### Clock nets

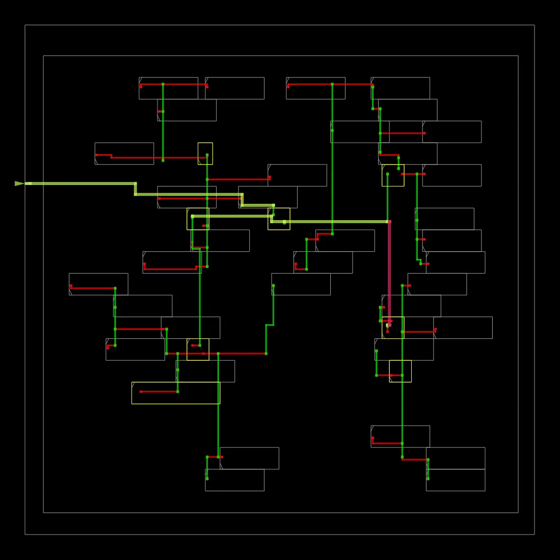
### Routed metal, one colour a layer

Drawn at 4 px/um. Two of the layers only.
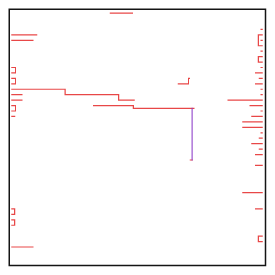
### Gate-type map

Drawn at 6 px/um.
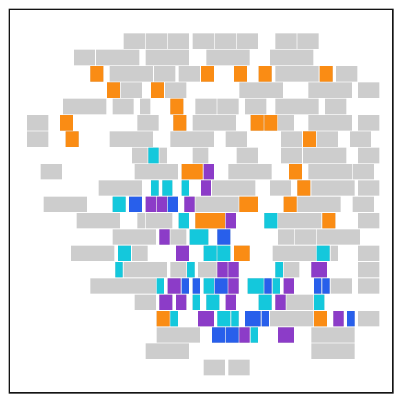
### Clock distribution

Drawn at 8 px/um.
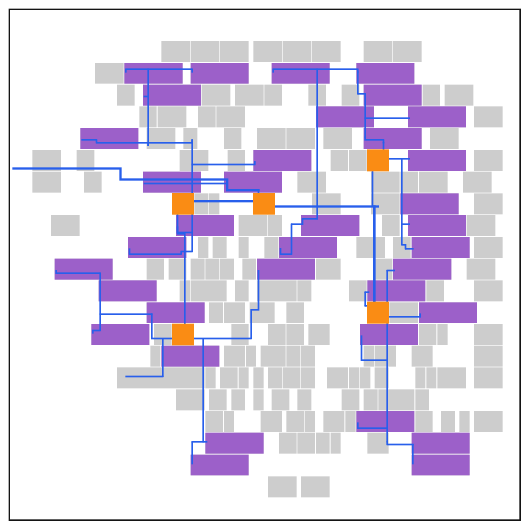
<file path="src/rtl/tx_pkg.sv">
// Shared types and default parameters for the transmit filter sequencer.
package tx_pkg;

    localparam int unsigned DW_DEF       = 18;
    localparam int unsigned UPS_DEF      = 4;
    localparam int unsigned NTAPS_DEF    = 21;
    localparam int unsigned FILT_LAT_DEF = 3;

    localparam int unsigned FLUSH_LEN = NTAPS_DEF - 1;
    localparam int unsigned WARM_LEN  = NTAPS_DEF + FILT_LAT_DEF;

    typedef enum logic [2:0] {
        StWarm,
        StIdle,
        StRun,
        StFlush,
        StDrain
    } tx_ctrl_state_t;

endpackage

</file>
<file path="src/rtl/tx_tag_pipe.sv">
// Delay line for the {valid, last} sample tag, matched to the filter latency.
module tx_tag_pipe
    import tx_pkg::*;
#(
    parameter int unsigned DEPTH = FILT_LAT_DEF
) (
    input  logic clk,
    input  logic reset,
    input  logic i_valid,
    input  logic i_last,
    output logic o_valid,
    output logic o_last
);

    logic [DEPTH-1:0] r_valid;
    logic [DEPTH-1:0] r_last;

    always_ff @(posedge clk) begin
        if (reset) begin
            r_valid <= '0;
            r_last  <= '0;
        end else begin
            r_valid[0] <= i_valid;
            r_last[0]  <= i_last;
            for (int i = 1; i < DEPTH; i++) begin
                r_valid[i] <= r_valid[i-1];
                r_last[i]  <= r_last[i-1];
            end
        end
    end

    assign o_valid = r_valid[DEPTH-1];
    assign o_last  = r_last[DEPTH-1];

endmodule

</file>
<file path="src/rtl/tx_filter_ctrl.sv">
// Sample-rate sequencer for the pulse-shaping FIR: zero-stuffs symbols, flushes the
// filter tail after each burst and frames the filter output with valid/last.
module tx_filter_ctrl
    import tx_pkg::*;
#(
    parameter int unsigned DW       = DW_DEF,
    parameter int unsigned UPS      = UPS_DEF,
    parameter int unsigned NTAPS    = NTAPS_DEF,
    parameter int unsigned FILT_LAT = FILT_LAT_DEF
) (
    input  logic          clk,
    input  logic          reset,
    input  logic [DW-1:0] s_data,
    input  logic          s_valid,
    input  logic          s_last,
    output logic          s_ready,
    output logic [DW-1:0] filt_x,
    input  logic [DW-1:0] filt_y,
    output logic [DW-1:0] m_data,
    output logic          m_valid,
    output logic          m_last,
    output logic          busy,
    output logic          underrun
);

    localparam int unsigned FlushLen = NTAPS - 1;
    localparam int unsigned WarmLen  = NTAPS + FILT_LAT;
    localparam int unsigned PW       = $clog2(UPS);
    localparam int unsigned CW       = $clog2(WarmLen + 1);
    localparam logic [PW-1:0] PLast  = PW'(UPS - 1);

    tx_ctrl_state_t r_state;
    logic [PW-1:0]  r_p;
    logic [CW-1:0]  r_cnt;
    logic [DW-1:0]  r_filt_x;
    logic           r_last_taken;
    logic           r_underrun;

    logic w_s_ready;
    logic w_hs;
    logic w_tag_valid;
    logic w_tag_last;

    // Symbol slots open in IDLE and on the last phase of a RUN symbol period.
    assign w_s_ready = (r_state == StIdle) ||
                       ((r_state == StRun) && (r_p == PLast) && !r_last_taken);
    assign w_hs      = s_valid && w_s_ready;

    // Tag describes the sample currently on filt_x.
    assign w_tag_valid = (r_state == StRun) || (r_state == StFlush);
    assign w_tag_last  = (r_state == StFlush) && (r_cnt == '0);

    // r_cnt holds remaining cycles minus one, so each phase ends when it reads zero.
    always_ff @(posedge clk) begin
        if (reset) begin
            r_state      <= StWarm;
            r_cnt        <= CW'(WarmLen - 1);
            r_p          <= '0;
            r_filt_x     <= '0;
            r_last_taken <= 1'b0;
            r_underrun   <= 1'b0;
        end else begin
            case (r_state)
                StWarm: begin
                    r_filt_x <= '0;
                    if (r_cnt == '0) begin
                        r_state <= StIdle;
                    end else begin
                        r_cnt <= r_cnt - 1'b1;
                    end
                end
                StIdle: begin
                    if (w_hs) begin
                        r_filt_x     <= s_data;
                        r_p          <= '0;
                        r_last_taken <= s_last;
                        r_underrun   <= 1'b0;
                        r_state      <= StRun;
                    end else begin
                        r_filt_x <= '0;
                    end
                end
                StRun: begin
                    if (r_p != PLast) begin
                        r_filt_x <= '0;
                        r_p      <= r_p + 1'b1;
                    end else if (r_last_taken) begin
                        r_filt_x <= '0;
                        r_cnt    <= CW'(FlushLen - 1);
                        r_state  <= StFlush;
                    end else if (s_valid) begin
                        r_filt_x     <= s_data;
                        r_p          <= '0;
                        r_last_taken <= s_last;
                    end else begin
                        // Missed slot: emit a zero and keep the symbol grid.
                        r_filt_x   <= '0;
                        r_p        <= '0;
                        r_underrun <= 1'b1;
                    end
                end
                StFlush: begin
                    r_filt_x <= '0;
                    if (r_cnt == '0) begin
                        r_cnt   <= CW'(FILT_LAT - 1);
                        r_state <= StDrain;
                    end else begin
                        r_cnt <= r_cnt - 1'b1;
                    end
                end
                StDrain: begin
                    r_filt_x <= '0;
                    if (r_cnt == '0) begin
                        r_state <= StIdle;
                    end else begin
                        r_cnt <= r_cnt - 1'b1;
                    end
                end
                default: begin
                    r_filt_x <= '0;
                    r_cnt    <= CW'(WarmLen - 1);
                    r_state  <= StWarm;
                end
            endcase
        end
    end

    tx_tag_pipe #(
        .DEPTH(FILT_LAT)
    ) u_tag_pipe (
        .clk    (clk),
        .reset  (reset),
        .i_valid(w_tag_valid),
        .i_last (w_tag_last),
        .o_valid(m_valid),
        .o_last (m_last)
    );

    assign s_ready  = w_s_ready;
    assign filt_x   = r_filt_x;
    assign m_data   = filt_y;
    assign busy     = (r_state != StIdle);
    assign underrun = r_underrun;

endmodule

</file>
<file path="config.mk">
export PLATFORM = sky130hd
export DESIGN_NAME = tx_filter_ctrl
export DESIGN_NICKNAME = d
export VERILOG_FILES = /design/src/rtl/tx_pkg.sv /design/src/rtl/tx_tag_pipe.sv /design/src/rtl/tx_filter_ctrl.sv
export SDC_FILE = /design/constraint.sdc
export NUM_CORES = 1
export LEC_CHECK = 0
export ABC_CLOCK_PERIOD_IN_PS = 5200
export CAP_MARGIN = 20
export CORE_MARGIN = 2
export CORE_UTILIZATION = 41
export CTS_CLUSTER_DIAMETER = 50
export CTS_CLUSTER_SIZE = 40
export DETAILED_ROUTE_END_ITERATION = 7
export GPL_ROUTABILITY_DRIVEN = 0
export PLACE_DENSITY = 0.87
export SYNTH_ARGS = -nofsm -noshare
export SYNTH_HDL_FRONTEND = slang
export SYNTH_SLANG_ARGS = --single-unit
export TNS_END_PERCENT = 10
</file>
<file path="constraint.sdc">
create_clock -name clk -period 5.2 [get_ports clk]
set_clock_uncertainty 0.05 [all_clocks]
set_input_delay 1.04 -clock clk [delete_from_list [all_inputs] [get_ports clk]]
set_output_delay 1.04 -clock clk [all_outputs]
set_load 0.005 [all_outputs]
</file>
==> results.yml <==
# physical design summary
outcome:
  status: "complete, no violations"
finish:
  final_nets: 226
  fin_area_sq_um: 1874
  drive_gt1_frac: 0.06486
  area_growth_pct: 28.36
  n_fill_cell: 297
  finish.utilization: 0.5530
  seqCellArea_sq_um: 720.7
  n_antenna_cell: 0
  logic_area_sq_um: 564.3
  final_cell_mix: "clkdlybuf4s50_1 (44), dfxtp_1 (36), and2_1 (18)"
critical_path:
  reg2reg_from: "r_cnt[0]$_SDFFE_PP1P_"
  critPathMaxFanout: 12
  worstSetupStartpointType: "register"
  cp-endpoint: "s_ready"
  reg2reg_slack_ns: 3.15
  required_ns: 4.11
  crit_arrival_ns: 1.93
  r2r_end: "r_cnt[2]$_SDFFE_PP1P_"
  setup.worst_path.start: "r_state[1]$_SDFFE_PP0P_"
  cp_slowest_stage_delay_ns: 0.54
  crit_path_end_kind: "output port"
  worstSetupPathType: "register to output port"
  ff2ff_path_depth: 6
  crit_slowest_cell: "clkdlybuf4s50_1"
  cp_cell_sequence: "nor2b_1 -> nand3b_1 -> a21oi_1 -> clkdlybuf4s50_1"
route:
  first_pass_iters: 4
  wl_met1_um: 1166
  dr.max_layer_used: "met4"
  drcViolationCount: 0
  first_iter_violations: 55
  viasPerCell: 4.745
  wl_met2_um: 1307
  drtAntennaViolNets: 0
  met3WireLength_um: 160
sta:
  period_used_share: 0.5817
  hold_ws_ns: 0.3976
  period_minus_slack_ns: 3.025
  final_max_slew_viol_count: 0
  setup_viol: 0
  worst_slack_ns: 2.175
  worst_pin_slew_ns: 0.6579
  hold_violations: 0
  slew_headroom: 0.5600
  fmax_mhz: 330.6
  rsz0062_at_grt: "no"
  setup_tns_ns: 0
hold_path:
  worstHoldEndpoint: "u_tag_pipe.r_last[2]$_SDFF_PP0_"
  holdPathStages: 1
  min_from: "u_tag_pipe.r_last[1]$_SDFF_PP0_"
  hp-class: "register to register"
power:
  net-switching-power_uw: 99.40
  internal-power_uw: 395.2
  vdd_drop_max_mv: 0.1370
  powerSeq_uw: 280
  power_uw: 494.6
  power.density_nw_per_um2: 263.9
  comb-power_uw: 24.6
  swShare: 0.2010
  pwr-share-seq: 0.565
  p_leak_uw: 0.0007126
  power_leader: "sequential cells"
  combPwrFrac: 0.050
clock_network:
  cts_resized: 0
  cts_setup_buffers: 0
  path_clk_slew_ns: 0.11
  root_buffer: "clkbuf_4"
  cts_tree: "done"
  cts.path.max_buffers: 2
  cts-htree-levels: 2
  holdBufCountCts: 0
place:
  dp.cells: 223
  place_area_sq_um: 1794
  hpwlAfterDp_um: 1975
  portBuffers: 44
  post-place-ws_ns: 2.456
yosys:
  synth.distinct_cells: 36
  ys_seq_frac: 0.4936
  top_area_frac: 0.4936
  syn_area_sq_um: 1460
  ys.flops: 36
  area_leaders: "dfxtp_1 (49%), buf_4 (9.8%), and2_1 (7.7%)"
  fa_ha_area_frac: 0.01714
  ys_sh_mux: 0
  ff_type: "dfxtp_1"
  edf_count: 0
  syn_area_per_cell_sq_um: 9.300
  synthTopLogicFamily: "simple AND/OR/NAND/NOR gates"
  xor_share: 0
  top_area_cell: "dfxtp_1"
  yosys_warnings: 0
  ys_cells: 157
  ys_chip_area_sq_um: 1460
  top_cells_by_count: "dfxtp_1 (36), buf_4 (19), and2_1 (18), nor2_1 (11), a21oi_1 (9)"
  async_flop_share: 0
  simple_gate_share: 0.2562
  syn_inst: 157
  yosysMostFrequentCell: "dfxtp_1"
  aoi_share: 0.1131
  fp_nets: 199
flow_run:
  maxCapViolCount: 0
  warnings: 26
global_routing:
  met2_usage: 0.2250
  grt-ovfl-total: 0
  grt_pass1_vias: 1031
  grt_use_total: 0.1374
  grt_pass1_wl_um: 4422
  grt.busiest_layer: "met2"
  grt_max_degree: 21
  met1_usage: 0.1650
  antenna_found_initial: 0
  grt_use_met3: 0.04286
floorplanning:
  ioPinCount: 81
  die-width_um: 63.68
  dieArea_sq_um: 4055
  core_area_sq_um: 3390
  fp_util: 0.4308
  fp.dieH_um: 63.68
  rows: 21
Notes on 'Clock nets' above:
clock tree sinks: 36
CTS buffer count: 5
registers: 36
Late-Pin Clk Latency: 0.32 ns

Notes on 'Routed metal, one colour a layer' above:
- M4: purple (wire length 12.9 um)
- M3: red (wire length 160 um)
drt wl/cell: 11.46 um
via count: 1,096
DRT Wirelength: 2647 um

Notes on 'Gate-type map' above:
- nor cells: cyan (cells 27; most used nor2_1)
- nand cells: blue (cells 14; most used nand2_1)
- aoi and oai cells: purple (cells 22; most used a21oi_1)
- and/or cells: orange (cells 24; most used and2_1)
Finished Layout Cells: 231
Comb area share: 0.3011
Top cell excl fill/tap: clkdlybuf4s50_1

Notes on 'Clock distribution' above:
- clock wires: blue (length 370 um)
- clock-net drivers: orange (count 5)
- flip-flops: purple (count 36)
- routed clock nets: 6
Clk. pwr: 190 uW
clock share of power: 0.385

-- layout make-up --
type | count | share of cell area
flip-flops and latches | 36 | 0.3845
multi-input cells | 94 | 0.3011
repair buffers | 44 | 0.2350
well taps | 46 | 0.03071
clock inverters | 3 | 0.02270
clock buffers | 5 | 0.02003
inverters | 3 | 0.006008
-- registers in the layout (all words and copies together), names as in the netlist --
name,cells
r_state,3
r_cnt,5
underrun,1
r_last_taken,1
r_p,2
u_tag_pipe.r_valid,3
u_tag_pipe.r_last,3
filt_x,18
-- worst max-delay path: cells and delay by family (launching register included) --
family	cells	cell delay [ns]
AND/OR/NAND/NOR	2	0.32
flip-flops	1	0.53
AND-OR/OR-AND	1	0.22
buffers and inverters	1	0.54
Power and IR drop assume default switching activity.
